<file path="src/rtl/ct_byte_packer.sv">
// rtl/ct_byte_packer.sv - ML-KEM-768 ciphertext ByteEncode serializer
// Reads compressed u/v polynomials from the bank and streams 1088 ciphertext bytes.
module ct_byte_packer #(
  parameter int READ_LAT    = 1,
  parameter int U_SLOT_BASE = 16,
  parameter int V_SLOT      = 19,
  parameter int K           = 3,
  parameter int DU          = 10,
  parameter int DV          = 4
) (
  input  logic        clk,
  input  logic        rst_n,
  input  logic        start,
  output logic        busy,
  output logic        done,
  output logic [4:0]  rd_slot,
  output logic [7:0]  rd_addr,
  input  logic [11:0] rd_data,
  output logic        ct_valid,
  output logic [7:0]  ct_data,
  output logic        ct_last,
  input  logic        ct_ready
);

  typedef enum logic [1:0] {S_IDLE, S_RD, S_EMIT, S_FIN} state_t;

  localparam logic [11:0] DU_MASK   = 12'((1 << DU) - 1);
  localparam logic [11:0] DV_MASK   = 12'((1 << DV) - 1);
  localparam logic [10:0] LAST_BYTE = 11'd1087;

  state_t      state_q, state_d;
  logic [4:0]  slot_q, slot_d;
  logic [7:0]  addr_q, addr_d;
  logic [2:0]  idx_q, idx_d;
  logic [1:0]  lat_q, lat_d;
  logic [17:0] acc_q, acc_d;
  logic [4:0]  fill_q, fill_d;
  logic [10:0] byte_q, byte_d;

  logic        is_u;
  logic [11:0] mask;
  logic [4:0]  dw;
  logic [17:0] merged;
  logic [4:0]  fill_m;
  logic [4:0]  fill_e;
  logic        advance;
  logic        slot_change;

  assign busy     = (state_q == S_RD) || (state_q == S_EMIT);
  assign done     = (state_q == S_FIN);
  assign rd_slot  = (state_q == S_RD) ? slot_q : 5'd0;
  assign rd_addr  = (state_q == S_RD) ? addr_q : 8'd0;
  assign ct_valid = (state_q == S_EMIT);
  assign ct_data  = (state_q == S_EMIT) ? acc_q[7:0] : 8'd0;
  assign ct_last  = (state_q == S_EMIT) && (byte_q == LAST_BYTE);

  always_comb begin
    state_d = state_q;
    slot_d  = slot_q;
    addr_d  = addr_q;
    idx_d   = idx_q;
    lat_d   = lat_q;
    acc_d   = acc_q;
    fill_d  = fill_q;
    byte_d  = byte_q;
    advance = 1'b0;

    is_u   = idx_q < 3'(K);
    mask   = is_u ? DU_MASK : DV_MASK;
    dw     = is_u ? 5'(DU) : 5'(DV);
    merged = acc_q | (18'(rd_data & mask) << fill_q);
    fill_m = fill_q + dw;
    fill_e = fill_q - 5'd8;

    case (state_q)
      S_IDLE: begin
        if (start) begin
          state_d = S_RD;
          slot_d  = 5'(U_SLOT_BASE);
          addr_d  = 8'd0;
          idx_d   = 3'd0;
          lat_d   = 2'd0;
          acc_d   = 18'd0;
          fill_d  = 5'd0;
          byte_d  = 11'd0;
        end
      end
      S_RD: begin
        if (lat_q == 2'(READ_LAT - 1)) begin
          lat_d  = 2'd0;
          acc_d  = merged;
          fill_d = fill_m;
          if (fill_m >= 5'd8) state_d = S_EMIT;
          else                advance = 1'b1;
        end else begin
          lat_d = lat_q + 2'd1;
        end
      end
      S_EMIT: begin
        if (ct_ready) begin
          acc_d  = acc_q >> 8;
          fill_d = fill_e;
          byte_d = byte_q + 11'd1;
          if (fill_e < 5'd8) advance = 1'b1;
        end
      end
      S_FIN:   state_d = S_IDLE;
      default: state_d = S_IDLE;
    endcase

    // Coefficient advance is folded into the RD/EMIT exit so it costs no cycle.
    if (advance) begin
      addr_d  = addr_q + 8'd1;
      state_d = S_RD;
      if (addr_q == 8'd255) begin
        if (idx_q == 3'(K)) begin
          state_d = S_FIN;
        end else begin
          idx_d  = idx_q + 3'd1;
          slot_d = ((idx_q + 3'd1) < 3'(K)) ? 5'(U_SLOT_BASE) + 5'(idx_q) + 5'd1
                                            : 5'(V_SLOT);
        end
      end
    end
  end

  assign slot_change = advance && (addr_q == 8'd255);

  always_ff @(posedge clk) begin
    if (!rst_n) begin
      state_q <= S_IDLE;
      slot_q  <= 5'd0;
      addr_q  <= 8'd0;
      idx_q   <= 3'd0;
      lat_q   <= 2'd0;
      acc_q   <= 18'd0;
      fill_q  <= 5'd0;
      byte_q  <= 11'd0;
    end else begin
      state_q <= state_d;
      slot_q  <= slot_d;
      addr_q  <= addr_d;
      idx_q   <= idx_d;
      lat_q   <= lat_d;
      acc_q   <= acc_d;
      fill_q  <= fill_d;
      byte_q  <= byte_d;
    end
  end

  // Every polynomial ends on a byte boundary; leftover bits here mean a broken encoder.
  always_ff @(posedge clk) begin
    if (rst_n && slot_change) assert (fill_d == 5'd0);
  end

endmodule

</file>
<file path="config.mk">
export PLATFORM = sky130hd
export DESIGN_NAME = ct_byte_packer
export DESIGN_NICKNAME = d
export VERILOG_FILES = /design/src/rtl/ct_byte_packer.sv
export SDC_FILE = /design/constraint.sdc
export NUM_CORES = 1
export LEC_CHECK = 0
export CAP_MARGIN = 10
export CORE_MARGIN = 2
export CORE_UTILIZATION = 35
export CTS_BUF_LIST = sky130_fd_sc_hd__clkbuf_2
export CTS_CLUSTER_SIZE = 10
export DETAILED_ROUTE_END_ITERATION = 8
export PLACE_DENSITY = 0.65
export SLEW_MARGIN = 20
export SYNTH_ARGS = -nofsm -noshare
export SYNTH_HDL_FRONTEND = slang
export SYNTH_SLANG_ARGS = --single-unit
export TNS_END_PERCENT = 1
</file>
<file path="constraint.sdc">
create_clock -name clk -period 4.1 [get_ports clk]
set_input_delay 0.82 -clock clk [delete_from_list [all_inputs] [get_ports clk]]
set_output_delay 0.82 -clock clk [all_outputs]
set_load 0.05 [all_outputs]
</file>
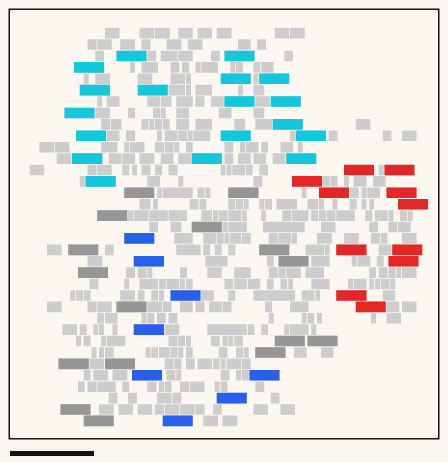
run_1/ff_map.png
Bar = 20 um. Other sequential cells in the stronger gray, the rest of the logic in the fainter gray.
byte_q: shown in red, sequential cells 11, where east. acc_q: shown in cyan, sequential cells 18. addr_q: shown in blue, sequential cells 8.

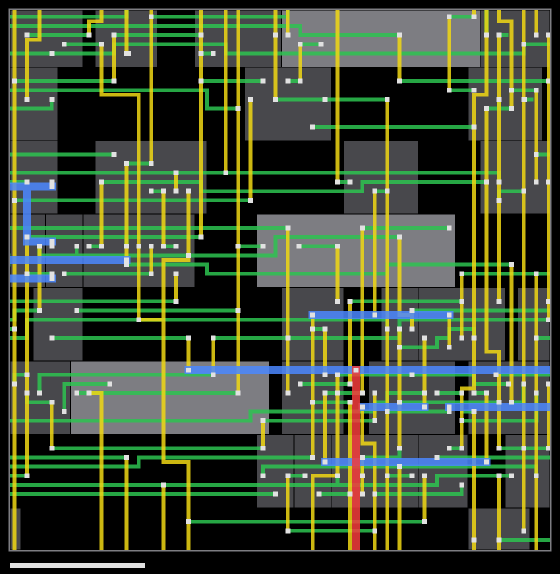
run_1/closeup.png
Bar = 5 um. Region (41, 61) to (61, 81) um. Cells in gray, sequential cells in the stronger gray; small squares are vias.
M2: shown in yellow. M3: shown in blue. M1: shown in green. M4: shown in red.
Most frequent: o2bb2ai_1 (4), dfxtp_1 (3). Netlist names of flops here include acc_q (3). 32 logic cells have their middle in the window. Sequential cells in the window: 3.

==> impl_report.txt, run 1 <==
==== FLOW RESULTS ====
----------------------------------------------------
[Route]
  Vias per Instance ........................ approximately 5.4
  Routed wire length ........................ about 8.1 mm
  Number of detailed-route iterations in the first pass ........................ 5
  Wirelength per Cell ........................ roughly 15 um
  Detailed-route DRC error count ........................ 0
  Routed Antenna Nets ........................ 0

[Yosys]
  Top cell type by total area after synthesis ........................ sky130_fd_sc_hd__dfxtp_1
  Count of different cell masters after synthesis ........................ around 63
  Top cell type's share of synthesized area ........................ 31.5%
  Average size of a mapped cell ........................ 8.46 um^2

[GRT]
  Global router's overall resource usage ........................ between 10% and 20%
  Vias in the first global route ........................ between 2000 and 3000
  Wire length of the first global-routing pass ........................ approximately 14 mm
  Pin count of the biggest net entering global routing ........................ 40

[Clocking]
  Buffers inserted by post-CTS timing repair ........................ 0
  CTS clk-pin slew, worst paths ........................ ~0.28 ns
  TritonCTS buffer count ........................ 5

[Timing]
  Rel. slew slack ........................ between 40% and 50%
  Minimum period implied by the final worst setup slack ........................ ~3.6 ns
  Total setup violations reported at the end of the flow ........................ 0
  Number of pins with negative max-slew slack in the final report ........................ 0
  Fmax ........................ 278 MHz

[Power]
  Cell-internal power ........................ a little under 0.0008 W
  Power density of the placed cells ........................ between 300 and 400 nW/um^2
  PnR Total Power ........................ around 0.0014 W

[Place]
  Post-placement setup slack ........................ between 0.9 and 1 ns
  Number of buffer cells added on primary ports ........................ 38
  Placed Instance Area ........................ 3800 um^2

[Floorplanning]
  Core Box Area ........................ around 9300 um^2

[Finish]
  Most instantiated logic cell after routing ........................ sky130_fd_sc_hd__dfxtp_1
  Final standard cell area without fillers ........................ roughly 3800 um^2
  Share of layout cells above drive strength 1 ........................ 7.36%
  Top library cells by usage in the layout, fill and taps aside ........................ sky130_fd_sc_hd__dfxtp_1 (53), sky130_fd_sc_hd__clkdlybuf4s50_1 (38), sky130_fd_sc_hd__nand2_1 (37)

[Setup path]
  Type of destination of the critical path ........................ output pin
  Setup slack of the worst register-to-register path ........................ between 1 and 1.5 ns
  Data arrival time of the critical path ........................ 2.77 ns
  Number of cells traversed by the worst register-to-register path ........................ 8
  Largest stage delay on the critical path ........................ 0.85 ns

[Min path]
  Tightest Hold Check Type ........................ reg2reg

[Outcome]
  Run status ........................ finished clean

----------------------------------------------------
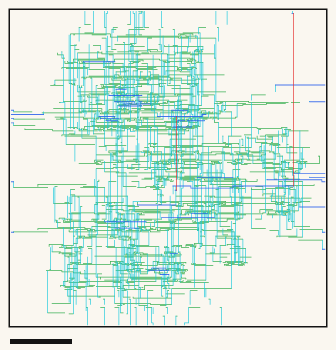
run_1/layers.png
Bar = 20 um.
M2: shown in cyan, wire length 3710 um. M1: shown in green, wire length 4050 um. M3: shown in blue, wire length 301 um. M4: shown in red, wire length 79.6 um.

[run 1: area by class of cell]
class                   instances  area [um^2]
diodes                          1         2.50
clock buffers                   5         25.0
clock inverters                 1         5.00
fillers                       976         5450
inverters                      13         48.8
multi-input cells             310         2150
flip-flops and latches         53         1060
well taps                     129          161
repair buffers                 39          388
[run 1: power by group through the flow]
stage	Combinational (W)	Sequential, W	Clock, W
after floorplan	0.000511	0.000564	0
after global placement	0.000624	0.000576	0
after detailed placement	0.000631	0.000578	0
after CTS	0.000634	0.000568	0.000207
after global routing	0.000698	0.000573	0.000229
final	0.000637	0.000568	0.000195
[run 1: state kept, by name, summed over array words and instances (netlist names)]
signal,cells
acc_q,18
addr_q,8
byte_q,11
fill_q,4
idx_q,3
lat_q,2
slot_q,5
state_q,2
[run 1: Yosys cell counts (all sizes together), types with 3 or more instances]
cell     count
a22oi        5
inv         13
xor2         6
a31oi        3
a22o         3
a222oi       4
nor3         9
buf          7
nor2b       12
nor4         3
nand2b       8
nand3       22
o22ai        7
nor2        34
mux2         9
a2111oi      3
dfxtp       53
a21oi       14
o2bb2ai      8
o21ai       19
clkbuf      15
and3        13
nand2       38
mux2i       12
a32oi        9
ha          14
xnor2        4
and2        21
and4b        4
nand4        3
[run 1: logic make-up (layout without fill, tap and decap cells)]
group                    after synthesis  count (layout)  share of synthesized area, %
multiplexers                          21              21                          6.69
other                                  0               1                             0
flip-flops                            53              53                          31.5
AND/OR/NAND/NOR                      174             174                          27.3
AND-OR/OR-AND                         90              90                          21.1
XOR/XNOR                              10              10                          2.82
adder cells (fa/ha/maj)               15              15                          5.80
buffers and inverters                 35              58                          4.76
[run 1: routing by layer]
metal	up-vias	share of wire [%]	GRT usage, %
li1	1493	-	-
met1	1434	50	22.9
met2	69	46	26.0
met3	4	3.7	2.46
met4	0	0.97	4.51
met5	-	0	0
[run 1: metrics by stage]
step	std cells	util, %
2_1_floorplan	398	-
3_3_place_gp	544	41.0
3_5_place_dp	544	41.0
4_1_cts	550	41.3
5_1_grt	550	41.3
6_report	551	41.3
[run 1: final timing paths]
check,startpoint,to
max reg2reg,idx_q[0]$_SDFF_PN0_,addr_q[7]$_SDFFE_PN0P_
min reg2reg,slot_q[2]$_SDFF_PN0_,slot_q[2]$_SDFF_PN0_
min,slot_q[2]$_SDFF_PN0_,slot_q[2]$_SDFF_PN0_
max,state_q[0]$_SDFFE_PN0P_,ct_last
[run 1: critical path, delay by kind of cell (launching register included)]
kind	cells	cell delay [ns]
fa+ha+maj	1	0.66
buf+inv	2	0.95
flops	1	0.38
simple gates	2	0.37
==> run 2: changes to the inputs <==
- SKIP_LAST_GASP: unset -> 1
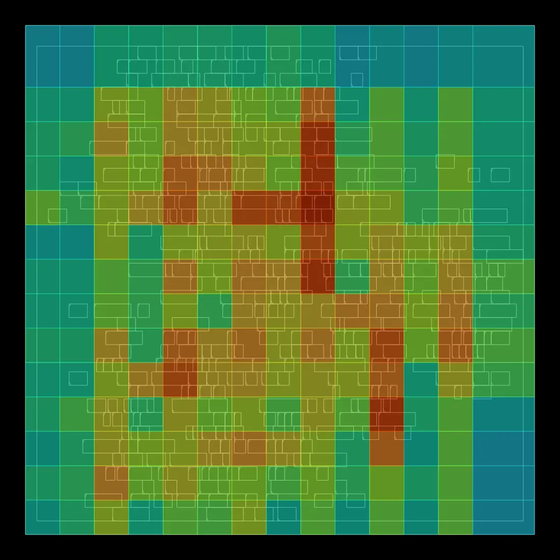
run_2/congestion_map.png
Wirelength per Cell: 14.8 um
GR Util met3: 2.46%
global router's overall resource usage: 16.3%

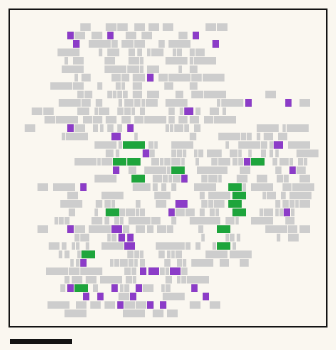
run_2/gates.png
Bar = 20 um.
and/or cells: shown in purple, cells 42, most used and2_1. fa/ha/maj cells: shown in green, cells 15, most used ha_1.

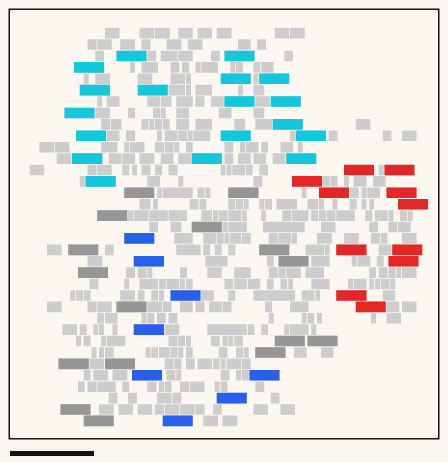
run_2/ff_map.png
Bar = 20 um. Other sequential cells in the stronger gray, the rest of the logic in the fainter gray.
addr_q: shown in blue, sequential cells 8. acc_q: shown in cyan, sequential cells 18. byte_q: shown in red, sequential cells 11, where east.

==> impl_report.txt, run 2 <==
==== FLOW RESULTS ====
----------------------------------------------------
[Yosys]
  Most numerous cell in the Yosys netlist ........................ sky130_fd_sc_hd__dfxtp_1
  Top cell type by total area after synthesis ........................ sky130_fd_sc_hd__dfxtp_1
  Count of library flops with an enable pin ........................ 0
  Warnings, synthesis ........................ 0
  Most instantiated cells after synthesis ........................ sky130_fd_sc_hd__dfxtp_1 (53), sky130_fd_sc_hd__nand2_1 (37), sky130_fd_sc_hd__nor2_1 (34)
  Net count of the mapped netlist ........................ between 400 and 500
  Synthesized instance count ........................ between 300 and 400
  Share of the yosys chip area belonging to registers ........................ 31.5%
  Post-synthesis instance area ........................ about 3400 um^2
  YS chip area ........................ ~3400 um^2
  Share of flip-flops with an asynchronous set or reset after synthesis ........................ 0%
  Count of different cell masters after synthesis ........................ about 63
  Average size of a mapped cell ........................ about 8.5 um^2
  Number of synthesized register bits ........................ around 53
  Top cell type's share of synthesized area ........................ about a third

[Setup path]
  Worst Path Required ........................ approximately 3.3 ns
  Largest stage delay on the critical path ........................ ~0.85 ns
  Setup crit start kind ........................ register
  Capture instance of the worst register-to-register path ........................ addr_q[7]$_SDFFE_PN0P_
  Type of destination of the critical path ........................ output pin
  Slowest cell on the critical path ........................ sky130_fd_sc_hd__clkdlybuf4s50_1
  RR Startpoint ........................ idx_q[0]$_SDFF_PN0_
  Largest fanout of any net on the critical path ........................ 19
  Crit path kind ........................ reg2out
  Setup slack of the worst register-to-register path ........................ 1.01 ns
  Data arrival time of the critical path ........................ ~2.8 ns
  Number of cells traversed by the worst register-to-register path ........................ 8

[Clocking]
  Max Buffers Root-to-Sink ........................ 2
  CTS clk-pin slew, worst paths ........................ 0.28 ns
  Worst-Skew Late Latency ........................ 0.44 ns
  Clock root buffer master ........................ sky130_fd_sc_hd__clkbuf_2
  Buffers inserted by post-CTS timing repair ........................ 0
  Count of clock tree sinks ........................ between 50 and 60
  Maximum level of the CTS H-tree ........................ 2
  Number of buffers added to fix hold violations after cts ........................ 0
  TritonCTS buffer count ........................ 5
  TritonCTS clock tree ........................ built
  Number of resized instances in the post-cts repair step ........................ 0

[Timing]
  Final hold violations ........................ 0
  Number of pins with negative max-slew slack in the final report ........................ 0
  Fmax ........................ about 280 MHz
  Total negative slack ........................ 0 ns
  Minimum period implied by the final worst setup slack ........................ roughly 3.6 ns
  Unrepaired setup endpoints after global routing ........................ false
  Worst Skew ........................ roughly 0.039 ns
  Rel. slew slack ........................ between 40% and 50%
  Share of the clock period used by the worst path ........................ 87.7%
  Total setup violations reported at the end of the flow ........................ 0

[Finish]
  Most instantiated logic cell after routing ........................ sky130_fd_sc_hd__dfxtp_1
  Number of standard cells in the final layout excluding fillers ........................ between 500 and 600
  Top library cells by usage in the layout, fill and taps aside ........................ sky130_fd_sc_hd__dfxtp_1 (53), sky130_fd_sc_hd__clkdlybuf4s50_1 (38), sky130_fd_sc_hd__nand2_1 (37)
  Largest register by flop count ........................ acc_q
  Number of flip-flops in the largest register ........................ 18
  Area grow syn2layout ........................ 14.0%
  Nets ........................ around 450
  Registers with the most flip-flops ........................ acc_q: 18 flops, byte_q: 11 flops, addr_q: 8 flops
  Share of layout cells above drive strength 1 ........................ roughly 7.4%

[Route]
  First DRT Iteration DRCs ........................ about 190
  Routed wire length ........................ between 8 and 9 mm
  Detailed-route DRC error count ........................ 0
  Vias per Instance ........................ ~5.4
  Routed Antenna Nets ........................ 0
  Number of detailed-route iterations in the first pass ........................ 5

[Floorplanning]
  Area of the die ........................ between 10000 and 15000 um^2
  Overall die width ........................ roughly 100 um
  Init Core Util ........................ between 30 and 40%
  IO Pins ........................ 41
  Row Count ........................ 35
  Overall die height ........................ between 100 and 150 um
  Core Box Area ........................ 9280 um^2

[Place]
  Number of buffer cells added on primary ports ........................ 38
  Dpl cells ........................ roughly 540
  Detail Placement HPWL ........................ slightly below 6 mm

[GRT]
  Pin count of the biggest net entering global routing ........................ 40
  Wire length of the first global-routing pass ........................ ~14 mm
  Vias in the first global route ........................ 2846
  Antenna violations before repair ........................ 0
  Residual overflow from global routing ........................ 0

[Min path]
  Worst Min Path Start ........................ slot_q[2]$_SDFF_PN0_
  Sink of the worst hold path ........................ slot_q[2]$_SDFF_PN0_
  Worst Hold Path Cells ........................ 2
  Tightest Hold Check Type ........................ reg2reg

[Outcome]
  Run status ........................ finished clean

[Power]
  Power density of the placed cells ........................ roughly 360 nW/um^2
  Leakage power summed over all cells ........................ ~1.4 nW
  Max IR drop VDD ........................ 0.249 mV
  PnR Total Power ........................ between 0.001 and 0.0015 W

[Job]
  Log Warnings ........................ 32
  Number of violations of the max-capacitance limit ........................ 0

----------------------------------------------------
## run 2: cell counts in the layout (fill, tap and decap cells not counted)
No cell type changed its count.
## run 2: layout make-up
class,count,area [um^2]
Fill cell,976,5450
Multi-Input combinational cell,310,2150
Sequential cell,53,1060
Timing Repair Buffer,39,388
Tap cell,129,161
Inverter,13,48.8
Clock buffer,5,25.0
Clock inverter,1,5.00
Antenna cell,1,2.50
## run 2: layer usage
layer / vias to the layer above / wire length [um] / track usage, %
li1: 1493 / - / -
met1: 1434 / 4050 / 22.9
met2: 69 / 3710 / 26.0
met3: 4 / 301 / 2.46
met4: 0 / 79 / 4.51
met5: - / 0 / 0
## run 2: stage by stage
| stage | util (%) | area, um^2 | hold WS [ns] | worst slack [ns] |
|---|---|---|---|---|
| 6_report | 41.3 | 3840 | 0.471 | 0.505 |
| 2_1_floorplan | - | 3370 | 0.417 | 1.08 |
| 3_5_place_dp | 41.0 | 3800 | 0.447 | 0.977 |
| 5_1_grt | 41.3 | 3830 | 0.488 | 0.265 |
| 4_1_cts | 41.3 | 3830 | 0.477 | 0.461 |
| 3_3_place_gp | 41.0 | 3800 | 0.425 | 1.02 |
## run 2: power breakdown
part,switching (W),internal [W]
clock network,0.000161,0.0000348
registers,0.0000294,0.000539
logic,0.000430,0.000207
total,0.000620,0.000781
## run 2: worst max-delay path by stage
stage,start,end
after floorplan,state_q[0]$_SDFFE_PN0P_,ct_last
after global placement,state_q[0]$_SDFFE_PN0P_,ct_last
after detailed placement,state_q[0]$_SDFFE_PN0P_,ct_last
after CTS,state_q[0]$_SDFFE_PN0P_,ct_last
after global routing,state_q[0]$_SDFFE_PN0P_,ct_last
final,state_q[0]$_SDFFE_PN0P_,ct_last
## run 2: kinds of logic (layout without fill, tap and decap cells)
group                      count (synthesis)  count (layout)  share of synthesized area (%)
adders and majority gates                 15              15                           5.80
and+or+nand+nor                          174             174                           27.3
other                                      0               1                              0
DFF                                       53              53                           31.5
xor gates and xnor gates                  10              10                           2.82
AOI/OAI and AO/OA                         90              90                           21.1
buffers and inverters                     35              58                           4.76
muxes                                     21              21                           6.69
## run 2: worst max-delay path, delay by kind of cell, from the launching register on
family	cells	cell delay, ns
buf+inv	2	0.95
fa+ha+maj	1	0.66
flops	1	0.38
simple gates	2	0.37
No activity file was given, so power comes from the tool's default toggle rates.
